**config.mk**
```make
export PLATFORM = sky130hd
export DESIGN_NAME = shift_register_sipo_rx_flat
export DESIGN_NICKNAME = d
export VERILOG_FILES = /design/src/rtl/shift_register_sipo_rx_if.sv /design/src/rtl/shift_register_sipo_rx.sv /design/src/flat_wrapper.sv
export SDC_FILE = /design/constraint.sdc
export NUM_CORES = 1
export LEC_CHECK = 0
export ABC_AREA = 1
export CAP_MARGIN = 20
export CORE_MARGIN = 2
export CORE_UTILIZATION = 40
export CTS_BUF_LIST = sky130_fd_sc_hd__clkbuf_2
export CTS_CLUSTER_SIZE = 16
export DETAILED_ROUTE_END_ITERATION = 10
export PLACE_DENSITY = 0.66
export SLEW_MARGIN = 20
export SYNTH_ARGS = -nofsm -noshare
export SYNTH_HDL_FRONTEND = slang
export SYNTH_SLANG_ARGS = --single-unit
```
**constraint.sdc**
```tcl
create_clock -name clk -period 1.8 [get_ports clk]
set_clock_uncertainty 0.2 [all_clocks]
set_input_delay 0.18 -clock clk [delete_from_list [all_inputs] [get_ports clk]]
set_output_delay 0.18 -clock clk [all_outputs]
set_load 0.01 [all_outputs]
```
**src/rtl/shift_register_sipo_rx_if.sv**
```systemverilog
// Bus bundle for the serial-to-parallel receiver: serial side, holding-register
// handshake (data_valid/data_ready, transfer when both are 1 on a rising edge) and status.
interface shift_register_sipo_rx_if #(
  parameter int WIDTH = 8
);
  localparam int CW = $clog2(WIDTH) + 1;

  logic             serial_in;
  logic             serial_valid;
  logic             frame_start;
  logic [WIDTH-1:0] data_out;
  logic             data_valid;
  logic             data_ready;
  logic             busy;
  logic [CW-1:0]    bit_count;
  logic             overrun;
  logic             resync;

  modport slave (
    input  serial_in, serial_valid, frame_start, data_ready,
    output data_out, data_valid, busy, bit_count, overrun, resync
  );

  modport master (
    output serial_in, serial_valid, frame_start, data_ready,
    input  data_out, data_valid, busy, bit_count, overrun, resync
  );
endinterface

```
**src/rtl/shift_register_sipo_rx.sv**
```systemverilog
// Serial-in/parallel-out receiver: frames on frame_start, assembles WIDTH bits and
// hands completed words to a one-deep holding register; busy exposes the FSM state.
module shift_register_sipo_rx #(
  parameter int WIDTH     = 8,
  parameter bit MSB_FIRST = 1'b1
) (
  input logic                  clk,
  input logic                  reset,
  shift_register_sipo_rx_if.slave bus
);
  localparam int CW = $clog2(WIDTH) + 1;

  typedef enum logic {IDLE = 1'b0, SHIFT = 1'b1} state_t;

  state_t           r_state;
  state_t           w_state_nxt;
  logic [WIDTH-1:0] r_sreg;
  logic [WIDTH-1:0] w_sreg_nxt;
  logic [CW-1:0]    r_count;
  logic [CW-1:0]    w_count_nxt;
  logic [WIDTH-1:0] r_data;
  logic [WIDTH-1:0] w_data_nxt;
  logic             r_valid;
  logic             w_valid_nxt;
  logic             r_overrun;
  logic             w_overrun_nxt;
  logic             r_resync;
  logic             w_resync_nxt;

  logic [WIDTH-1:0] w_shifted;
  logic [WIDTH-1:0] w_first;
  logic             w_done;

  // A new frame starts from a cleared register so stale bits never leak into the word.
  assign w_shifted = MSB_FIRST ? {r_sreg[WIDTH-2:0], bus.serial_in}
                               : {bus.serial_in, r_sreg[WIDTH-1:1]};
  assign w_first   = MSB_FIRST ? {{(WIDTH-1){1'b0}}, bus.serial_in}
                               : {bus.serial_in, {(WIDTH-1){1'b0}}};

  assign w_done = (r_state == SHIFT) && bus.serial_valid && !bus.frame_start &&
                  (r_count == CW'(WIDTH - 1));

  always_comb begin
    w_state_nxt   = r_state;
    w_sreg_nxt    = r_sreg;
    w_count_nxt   = r_count;
    w_resync_nxt  = 1'b0;
    w_overrun_nxt = 1'b0;
    w_data_nxt    = r_data;
    w_valid_nxt   = r_valid;

    if (r_valid && bus.data_ready) begin
      w_valid_nxt = 1'b0;
    end

    unique case (r_state)
      IDLE: begin
        if (bus.serial_valid && bus.frame_start) begin
          w_sreg_nxt  = w_first;
          w_count_nxt = CW'(1);
          w_state_nxt = SHIFT;
        end
      end
      SHIFT: begin
        if (bus.serial_valid && bus.frame_start) begin
          w_sreg_nxt   = w_first;
          w_count_nxt  = CW'(1);
          w_resync_nxt = 1'b1;
        end else if (w_done) begin
          w_sreg_nxt  = w_shifted;
          w_count_nxt = '0;
          w_state_nxt = IDLE;
          if (!r_valid || bus.data_ready) begin
            w_data_nxt  = w_shifted;
            w_valid_nxt = 1'b1;
          end else begin
            w_overrun_nxt = 1'b1;
          end
        end else if (bus.serial_valid) begin
          w_sreg_nxt  = w_shifted;
          w_count_nxt = r_count + CW'(1);
        end
      end
      default: w_state_nxt = IDLE;
    endcase
  end

  always_ff @(posedge clk or negedge reset) begin
    if (!reset) begin
      r_state <= IDLE;
    end else begin
      r_state <= w_state_nxt;
    end
  end

  always_ff @(posedge clk or negedge reset) begin
    if (!reset) begin
      r_sreg    <= '0;
      r_count   <= '0;
      r_data    <= '0;
      r_valid   <= 1'b0;
      r_overrun <= 1'b0;
      r_resync  <= 1'b0;
    end else begin
      r_sreg    <= w_sreg_nxt;
      r_count   <= w_count_nxt;
      r_data    <= w_data_nxt;
      r_valid   <= w_valid_nxt;
      r_overrun <= w_overrun_nxt;
      r_resync  <= w_resync_nxt;
    end
  end

  assign bus.data_out   = r_data;
  assign bus.data_valid = r_valid;
  assign bus.busy       = (r_state == SHIFT);
  assign bus.bit_count  = r_count;
  assign bus.overrun    = r_overrun;
  assign bus.resync     = r_resync;
endmodule
```
**src/flat_wrapper.sv**
```systemverilog
// flat-port wrapper written by rule: the top's interface ports become plain ports
module shift_register_sipo_rx_flat 
#(
  parameter int WIDTH     = 8,
  parameter bit MSB_FIRST = 1'b1
)
  (clk, reset, bus_serial_in, bus_serial_valid, bus_frame_start, bus_data_ready, bus_data_out, bus_data_valid, bus_busy, bus_bit_count, bus_overrun, bus_resync);
  shift_register_sipo_rx_if #(.WIDTH(WIDTH)) bus_i ();
  input logic clk;
  input logic reset;
  input wire logic [$bits(bus_i.serial_in)-1:0] bus_serial_in;
  input wire logic [$bits(bus_i.serial_valid)-1:0] bus_serial_valid;
  input wire logic [$bits(bus_i.frame_start)-1:0] bus_frame_start;
  input wire logic [$bits(bus_i.data_ready)-1:0] bus_data_ready;
  output wire logic [$bits(bus_i.data_out)-1:0] bus_data_out;
  output wire logic [$bits(bus_i.data_valid)-1:0] bus_data_valid;
  output wire logic [$bits(bus_i.busy)-1:0] bus_busy;
  output wire logic [$bits(bus_i.bit_count)-1:0] bus_bit_count;
  output wire logic [$bits(bus_i.overrun)-1:0] bus_overrun;
  output wire logic [$bits(bus_i.resync)-1:0] bus_resync;
  assign bus_i.serial_in = bus_serial_in;
  assign bus_i.serial_valid = bus_serial_valid;
  assign bus_i.frame_start = bus_frame_start;
  assign bus_i.data_ready = bus_data_ready;
  assign bus_data_out = bus_i.data_out;
  assign bus_data_valid = bus_i.data_valid;
  assign bus_busy = bus_i.busy;
  assign bus_bit_count = bus_i.bit_count;
  assign bus_overrun = bus_i.overrun;
  assign bus_resync = bus_i.resync;
  shift_register_sipo_rx #(.WIDTH(WIDTH), .MSB_FIRST(MSB_FIRST)) u_core (.clk(clk), .reset(reset), .bus(bus_i));
endmodule
```
==> run notes <==
Figures from the implementation reports.

- The tightest min-delay check is of the primary input to register type.
- The number of nets handed over by synthesis was around 110.
- Once detail routing completed, the nets flagged for antenna violations numbered 0.
- The clock buffers instantiated in the layout total 3.
- On the reported timing paths, the clock transition at the registers reads about 220 ps.
- The worst path arrival time is 1340 ps.
- The final standard cell area without fillers is ~0.0013 mm2.
- The total power is 923 uW.
- The last weighted congestion value of the routability-driven placer reads between 0.7 and 0.8.
- The total placed instance area reads ~0.0012 mm2.
- In this run the full chip footprint comes out at 0.00289 mm2.
- The post-route worst setup slack is 84.6 ps.
- The number of buffers and inverters on the critical path is 1.
- The cell at the root of the clock tree is sky130_fd_sc_hd__clkbuf_2.
- Net switching is between 20 and 30% of the power.
- The area growth from synthesis to final layout is 31.3%.
- The first global-routing pass estimated approximately 3300 um of wire.
- The worst hold slack across all endpoints reads 248 ps.
- The internal portion of the total power is 671 uW.
- Counting flops with a built-in enable in the synthesized netlist gives 0.
- The async set-reset flop share out of synthesis is 100%.
- The area taken by multi-input combinational cells is reported as 339 um2.
- The slowest cell on the critical path reads sky130_fd_sc_hd__clkdlybuf4s50_1.
- The run finished with clean final reports.
- The minimum setup slack after placement reads 150 ps.
- The number of hold violations in the final report is 0.
- The startpoint of the worst register-to-register path is u_core.bus.bit_count[1]$_DFFE_PN0P_.
- The synthesized area per cell is a little under 10 um2.
- The most common logic cell in the final layout is sky130_fd_sc_hd__nand2_1.
- The buffer depth of the longest clock path is 2.
- The cell taking the most area after synthesis reads sky130_fd_sc_hd__dfrtp_1.
- The dominant power group reads sequential cells.
- The number of search-and-repair iterations in the first detailed-routing pass is 6.
- The worst flop-to-flop path endpoint is u_core.bus.data_out[0]$_DFFE_PN0P_.
- The power dissipated in combinational cells reads 156 uW.
- The synthesis log from Yosys contains 0 warnings.
- The clock tree from TritonCTS reads built.
- The first-iteration detailed-routing DRC count reads 14.
- The number of standard cells in the final layout excluding fillers reads 163.
- The routed design shows a wire length per standard cell of 12.0 um.
- The post-cts gate resize count is 2.
- The ratio of final minimum period to clock period reads 95.3%.
- The chip area from the yosys synthesis statistics is 991 um2.
- Walking the worst path, the cells encountered are clkdlybuf4s50_1.
- The starting utilization of the core area is between 40% and 50%.
- The final-layout setup total negative slack is 0 ps.
- Counting every instance in the synthesized netlist gives between 100 and 150.
- The logic depth of the worst path, buffers included reads 1.
- The non-clock buffering overhead in the final layout is 21.3%.
- Of the post-synthesis cell area, the dominant cell type holds 58.1%.
- The library cells used most frequently in the layout, excluding fill and tap cells, are 31 x sky130_fd_sc_hd__nand2_1, 21 x sky130_fd_sc_hd__dfrtp_1, 19 x sky130_fd_sc_hd__clkdlybuf4s50_1.
- The via count of the first global-routing pass is 776.
- The DRC violations left is 0.
- In the final design database the tool counted ~140 nets.
- The cell class ranked first by area reads registers.
- The origin of the worst setup path is u_core.bus.bit_count[2]$_DFFE_PN0P_.
- For the worst min-delay path, the startpoint reported by OpenROAD is bus_serial_in.
- Counting flops and latches in the post-synthesis netlist gives 23.
- The sequential area share after synthesis reads 58.1%.
- The sequential standard cell area is 578 um2.
- The clock distribution area overhead in the final layout reads 1.54%.
- The floorplan core area is 0.00241 mm2.
- Among cell families on the critical path, the largest total delay comes from buffers and inverters.
- The sum of overflow across all layers after global routing reads 0.
- The worst-margin pin slew reads 313 ps.
- The design received a total of 30 well taps at floorplan.
- The maximum vdd drop is 0.000475 V.
- The setup fix buffers added after clock tree synthesis reads 0.
- The relative contribution of combinational cells to total power reads 16.9%.
- The count of instantiated cells in the yosys netlist is 103.
- The number of buffers outside the clock class in the layout reads 29.
- The max-cap violation count is 0.
- The final design utilization reads 54.0%.
- After synthesis, the cell types taking the most area are sky130_fd_sc_hd__dfrtp_1 58%, sky130_fd_sc_hd__nand2_1 12%, sky130_fd_sc_hd__nand4_1 5.7%.
- Among all flip-flop cells after synthesis, the most frequent one is sky130_fd_sc_hd__dfrtp_1.
- The count of H-tree levels built during CTS is 1.
- The number of slew-limit violations in the final report is 0.
- The power attributed to sequential cells is about 560 uW.
- Setup repair after global routing left no endpoint under its margin.
- The hold-critical path depth is 3.
- The proportion of cell area occupied by multi-input gates is a little over a quarter.
- In the routed layout, each cell is associated on average with a via count of 4.82.
- The end of the critical path reads bus_bit_count[2].
- Across the whole layout, storage elements make up 44.4% of the cell area.
- The cell area after synthesis reads 991 um2.
- The count of hold buffers inserted by post-cts repair reads 1.
- Per the layout report, the design carries 236 filler cells.
- Counting tap cells, the placed design contains a total of 156 instances.
- The number of antenna diodes in the final layout is 0.
- The HPWL after detailed placement is 1390 um.
- The total global routing track utilization reads 16.2%.
- The leakage power total is 0.682 nW.
- The endpoint class of the critical path reads a primary output.
- The type of element launching the critical path reads a register.
- The kind of critical path reads register to primary output.
- The distinct cell type count after synthesis reads 19.
- The number of cell rows is 18.
- Counting the inverters off the clock network in the layout gives 13.
- The headroom to the max-slew limit is 79.1%.
- The report shows a maximum critical-path fanout of 5.
- The fraction of power consumed by sequential logic reads 61.1%.
- The worst hold path terminates at u_core.r_sreg[0]$_DFFE_PN0P_.
- The maximum single-stage delay on the critical path is 550 ps.
- The internal reg-to-reg setup slack is 200 ps.
- The initial antenna violation count reads 0.
- Yosys reports that the most numerous cell types are 31 x sky130_fd_sc_hd__nand2_1, 23 x sky130_fd_sc_hd__dfrtp_1, 13 x sky130_fd_sc_hd__inv_1.
- The post-route minimum period is 1720 ps.
- The clock sink count reads 23.
- The number of combinational gates with multiple inputs reads 64.
- The number of warning messages in the logs is 26.
- The worst reg-to-reg path cell count reads 6.
- The number of top-level pins is 22.
- Detailed routing inserted a total of 786 vias.
- The most frequent cell after synthesis is sky130_fd_sc_hd__nand2_1.
- The post-detailed-routing wire length reads 1960 um.
- Summed over all nets, the switching power comes to 252 uW.
- The required time of the worst setup path is 1420 ps.
- The fraction of final layout cells with drive strength greater than 1 is 15.0%.
- Timing would allow up to 583 MHz.
## layer usage
metal  share of wire [%]  vias to the layer above  GRT usage, %
met5                   0                        -             0
met4                0.56                        0          6.41
met3                 4.0                        2          2.50
met2                  50                       18          27.8
met1                  45                      371          20.1
li1                    -                      395             -
## cell families after synthesis
logic type / Yosys count / synth area share (%)
fa+ha+maj: 1 / 1.26
simple gates: 51 / 25.4
flops: 23 / 58.1
xor+xnor: 1 / 0.884
buf+inv: 16 / 7.70
compound gates: 11 / 6.69
## state kept, by name, indices dropped and copies added, names as in the netlist
signal and flops:
u_core.bus.bit_count 4, u_core.bus.data_out 8, u_core.bus.resync 1, u_core.bus.busy 1, u_core.r_sreg 7, u_core.bus.overrun 1
u_core.bus.data_valid 1
Fig. 1: placement by cell class
Drawn at 6 px/um. Fill, decap, tap and diode cells in grey.
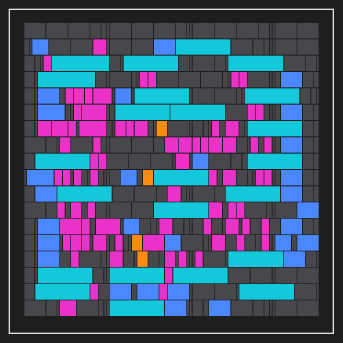
| colour | class | cells | share of their area |
|---|---|---|---|
| orange | clock drivers and dummy loads | 4 | 1.6% |
| cyan | flip-flops | 23 | 46% |
| blue | other buffers and delay cells | 29 | 22% |
| magenta | all other logic | 77 | 31% |

Fig. 2: pin placement
Drawn at 4 px/um. Pins as bars across the die edge, other pins in grey.
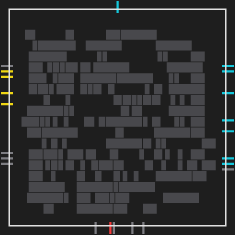
| colour | port | pins | direction | edge |
|---|---|---|---|---|
| cyan | bus_data_out | 8 | output | 7 right, 1 top |
| yellow | bus_bit_count | 4 | output | left |
| red | bus_data_ready | 1 | input | bottom |
die width: 53.8 um
Port Buf Inserts: 21
height of the die: 53.8 um

Fig. 3: clock nets
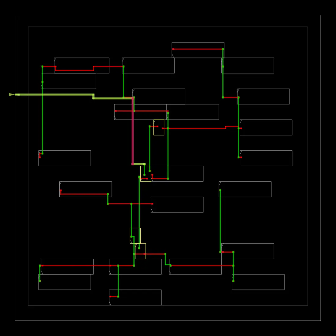
Clock group: 203 uW
clock buffer count from CTS: 3

Fig. 4: the metal 2 layer
Drawn at 6 px/um. Cells faint in the background.
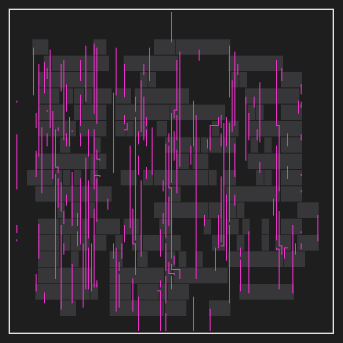
longest straight run: 27.2 um
share of all routed wire: 50%
main direction: vertical

Fig. 5: clock wires, drivers and flops
Drawn at 12 px/um.
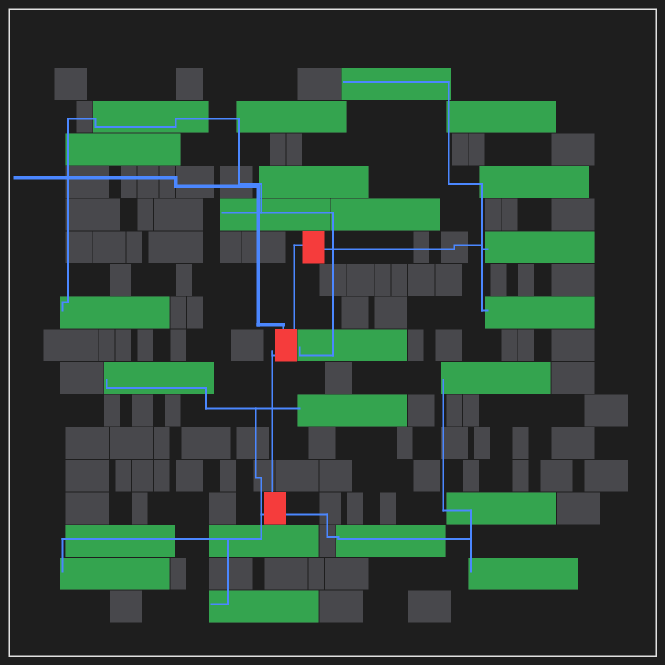
[red] cells driving clock nets | count: 3
[blue] clock wires | length: 265 um
[green] flip-flops | count: 23
routed clock nets: 4
share of total power in the clock network: 22.0%
Latency at later pin: 330 ps

No activity file was given, so power comes from the tool's default toggle rates.
